### Logic cells by family

Scale bar: 20 microns.
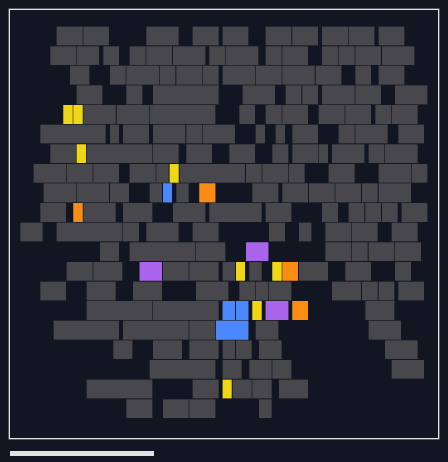
### Routing congestion map

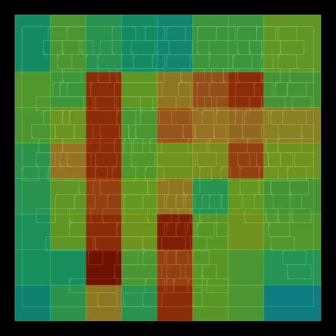
### Clock network drawn from the DEF

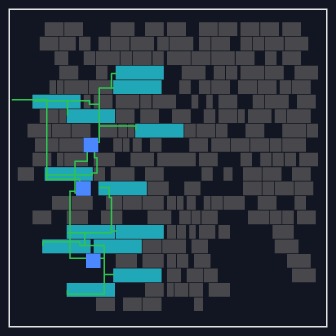
`config.mk`:
```
export PLATFORM = sky130hd
export DESIGN_NAME = weight_fifo_loader
export DESIGN_NICKNAME = d
export VERILOG_FILES = /design/src/rtl/weight_fifo_loader_pkg.sv /design/src/rtl/load_row_counter.sv /design/src/rtl/weight_fifo_loader.sv
export SDC_FILE = /design/constraint.sdc
export NUM_CORES = 1
export LEC_CHECK = 0
export CORE_MARGIN = 1
export CORE_UTILIZATION = 30
export DETAILED_ROUTE_END_ITERATION = 16
export GPL_TIMING_DRIVEN = 0
export HOLD_SLACK_MARGIN = 0.1
export PLACE_DENSITY = 0.88
export SYNTH_ARGS = -nofsm -noshare
export SYNTH_HDL_FRONTEND = slang
export SYNTH_SLANG_ARGS = --single-unit
```
`constraint.sdc`:
```
create_clock -name clk -period 2.8 [get_ports clk]
set_clock_uncertainty 0.15 [all_clocks]
set_input_delay 0.28 -clock clk [delete_from_list [all_inputs] [get_ports clk]]
set_output_delay 0.28 -clock clk [all_outputs]
set_load 0.1 [all_outputs]
```
`src/rtl/weight_fifo_loader_pkg.sv`:
```
//------------------------------------------------------------------------------
// weight_fifo_loader_pkg
// Array-wide weight geometry and the loader state encoding.
// Rev 1.0
//------------------------------------------------------------------------------
`default_nettype none

package weight_fifo_loader_pkg;

    localparam int DATA_WIDTH  = 8;
    localparam int FIFO_INPUTS = 4;
    localparam int FIFO_STAGES = 4;

    localparam logic [1:0] ST_IDLE = 2'd0;
    localparam logic [1:0] ST_LOAD = 2'd1;
    localparam logic [1:0] ST_TAIL = 2'd2;
    localparam logic [1:0] ST_DONE = 2'd3;

    typedef enum logic [1:0] {
        IDLE = ST_IDLE,
        LOAD = ST_LOAD,
        TAIL = ST_TAIL,
        DONE = ST_DONE
    } loader_state_e;

endpackage

`default_nettype wire

```
`src/rtl/load_row_counter.sv`:
```
//------------------------------------------------------------------------------
// load_row_counter
// Clearable, enabled up-counter that saturates at COUNT_MAX and flags it.
// Rev 1.0
//------------------------------------------------------------------------------
`default_nettype none

module load_row_counter #(
    parameter int WIDTH     = 2,
    parameter int COUNT_MAX = 3
) (
    input  logic             clk,
    input  logic             reset,
    input  logic             clear_i,
    input  logic             en_i,
    output logic [WIDTH-1:0] count_o,
    output logic             tc_o
);

    logic [WIDTH-1:0] count_q;
    logic [WIDTH-1:0] count_d;

    assign tc_o    = (count_q == WIDTH'(COUNT_MAX));
    assign count_o = count_q;

    // Holding at terminal count keeps a power-of-two range from wrapping.
    always_comb begin
        count_d = count_q;
        if (clear_i) begin
            count_d = '0;
        end else if (en_i && !tc_o) begin
            count_d = count_q + WIDTH'(1);
        end
    end

    always_ff @(posedge clk or negedge reset) begin
        if (!reset) begin
            count_q <= '0;
        end else begin
            count_q <= count_d;
        end
    end

endmodule

`default_nettype wire

```
`src/rtl/weight_fifo_loader.sv`:
```
//------------------------------------------------------------------------------
// weight_fifo_loader
// Streams FIFO_STAGES weight rows from memory into the weight shift FIFO.
// Rev 1.0
//------------------------------------------------------------------------------
`default_nettype none

module weight_fifo_loader
    import weight_fifo_loader_pkg::*;
#(
    parameter int DATA_WIDTH  = weight_fifo_loader_pkg::DATA_WIDTH,
    parameter int FIFO_INPUTS = weight_fifo_loader_pkg::FIFO_INPUTS,
    parameter int FIFO_WIDTH  = DATA_WIDTH * FIFO_INPUTS,
    parameter int FIFO_STAGES = weight_fifo_loader_pkg::FIFO_STAGES,
    parameter int ADDR_WIDTH  = 8
) (
    input  logic                  clk,
    input  logic                  reset,
    input  logic                  start,
    input  logic [ADDR_WIDTH-1:0] baseAddr,
    input  logic                  shiftReq,
    output logic                  memRdEn,
    output logic [ADDR_WIDTH-1:0] memAddr,
    input  logic [FIFO_WIDTH-1:0] memRdData,
    output logic                  fifoEn,
    output logic [FIFO_WIDTH-1:0] fifoWeight,
    output logic                  busy,
    output logic                  done
);

    localparam int ROW_W = $clog2(FIFO_STAGES);

    loader_state_e         state_q, state_d;
    logic [ADDR_WIDTH-1:0] base_q, base_d;
    logic                  rdValid_q;

    logic                  row_clear;
    logic                  row_en;
    logic [ROW_W-1:0]      row_cnt;
    logic                  row_tc;

    load_row_counter #(
        .WIDTH     (ROW_W),
        .COUNT_MAX (FIFO_STAGES - 1)
    ) u_row_counter (
        .clk     (clk),
        .reset   (reset),
        .clear_i (row_clear),
        .en_i    (row_en),
        .count_o (row_cnt),
        .tc_o    (row_tc)
    );

    always_comb begin
        state_d   = state_q;
        base_d    = base_q;
        row_clear = 1'b0;
        row_en    = 1'b0;
        memRdEn   = 1'b0;
        busy      = 1'b0;
        done      = 1'b0;
        case (state_q)
            IDLE: begin
                if (start) begin
                    base_d    = baseAddr;
                    row_clear = 1'b1;
                    state_d   = LOAD;
                end
            end
            LOAD: begin
                memRdEn = 1'b1;
                busy    = 1'b1;
                if (row_tc) begin
                    state_d = TAIL;
                end else begin
                    row_en = 1'b1;
                end
            end
            TAIL: begin
                busy    = 1'b1;
                state_d = DONE;
            end
            DONE: begin
                done    = 1'b1;
                state_d = IDLE;
            end
            default: state_d = IDLE;
        endcase
    end

    // Address wraps modulo 2^ADDR_WIDTH by plain truncating addition.
    assign memAddr = (state_q == LOAD) ? (base_q + ADDR_WIDTH'(row_cnt)) : '0;

    // Returning read data always owns the FIFO; otherwise only idle shifts pass.
    always_comb begin
        fifoEn     = 1'b0;
        fifoWeight = '0;
        if (rdValid_q) begin
            fifoEn     = 1'b1;
            fifoWeight = memRdData;
        end else if (state_q == IDLE || state_q == DONE) begin
            fifoEn = shiftReq;
        end
    end

    always_ff @(posedge clk or negedge reset) begin
        if (!reset) begin
            state_q   <= IDLE;
            base_q    <= '0;
            rdValid_q <= 1'b0;
        end else begin
            state_q   <= state_d;
            base_q    <= base_d;
            rdValid_q <= memRdEn;
        end
    end

endmodule

`default_nettype wire

```
==> flow_summary.json <==
{
  "yosysTopAreaCellShare": 0.330,
  "timing_max_transition_violations_final": 0,
  "final.signal_inverter_count": 8,
  "clock_tree_from_tritoncts": "done",
  "fmaxAchievable_ghz": 0.370,
  "antenna_found_initial": 0,
  "top_cell": "sky130_fd_sc_hd__and2_1",
  "logic_area_sq_um": 641,
  "num-clock-buffers": 4,
  "synth_area_per_cell_sq_um": 9.31,
  "clock_sink_count": 13,
  "post_route_cells_drive_above_1_share": 0.132,
  "layout.non_clock_buffers": 90,
  "place.detailed.hpwl_microns": 2740,
  "synth.area.top_cells": "sky130_fd_sc_hd__dfrtp_1 33%, sky130_fd_sc_hd__and2_1 22%, sky130_fd_sc_hd__ha_1 10%, sky130_fd_sc_hd__mux2_2 9.1%, sky130_fd_sc_hd__a21oi_1 4.1%",
  "grtUsageMet1": 0.172,
  "drt-initial-drc-count": 24,
  "route.met2.wl_microns": 1870,
  "fin_ws_ps": 97.6,
  "largest_register_ff_count": 8,
  "design.seq.count": 13,
  "pin_count_of_the_biggest_net_entering_global_routing": 14,
  "floorplan.nets": 159,
  "routability_congestion": 0.782,
  "largestClassByArea": "buffers",
  "setup.worst_path.end_class": "primary output",
  "timing.critical_path.from": "rdValid_q$_DFF_PN0_",
  "routed_via_density": 4.41,
  "start_kind": "flop",
  "worst_r2r_endpoint": "u_row_counter.count_o[1]$_DFFE_PN0P_",
  "max_slew_margin": 0.324,
  "drt_drc_violations_left": 0,
  "postCtsSetupBuffers": 0,
  "finalCritPeriodShare": 0.965,
  "placement.setup.worst_slack_ps": -323,
  "cts-hold-fix-buffers": 0,
  "antenna_cells_inserted": 0,
  "sh_seq_area": 0.163,
  "finalSetupViolCount": 0,
  "yosysWarningCount": 0,
  "synth_flop_count": 13,
  "final_period_demand_of_the_worst_path_ps": 2700,
  "ys_cells": 106,
  "edf_count": 0,
  "fillers": 254,
  "grt_first_pass_wirelength_microns": 4560,
  "grt_overflow_total": 0,
  "reported_max_cap_violation_count": 0,
  "r2r-start": "state_q[1]$_DFFE_PN0P_",
  "layout.clock.cell_area_share": 0.0131,
  "route.layer.met1.wl_microns": 1220,
  "ys_sh_simple": 0.288,
  "synth.yosys.chip_area_sq_um": 987,
  "finalWirelength_microns": 3320,
  "result_of_the_run": "finished clean",
  "topCombFamilyByArea": "simple AND/OR/NAND/NOR gates",
  "place_area_sq_mm": 0.00193,
  "worst-r2r-cell-count": 5,
  "seqCellArea_sq_um": 325,
  "crit_arrival_ps": 2270,
  "top_reg_cell_synth": "sky130_fd_sc_hd__dfrtp_1",
  "yosys-mux-area-fraction": 0.122
}
About 'Logic cells by family':
nor cells -> orange  # cells 4
inv cells -> yellow  # cells 8
xor and xnor cells -> purple  # cells 3
nand cells -> blue  # cells 4
tally of non-filler cells in the final layout: 241
combinational share of cell area: 0.320
most common cell after layout, fill and taps aside: sky130_fd_sc_hd__clkdlybuf4s50_1

About 'Routing congestion map':
met2 layer usage reported by global route: 0.353
most crowded layer after global routing: met2
routing usage on met3: 0.0306

About 'Clock network drawn from the DEF':
clock-net drivers -> blue  # count 3
clock wires -> green  # length 170 microns
flip-flops -> cyan  # count 13
routed clock nets = 4
clk ins delay skew pair: 270 ps

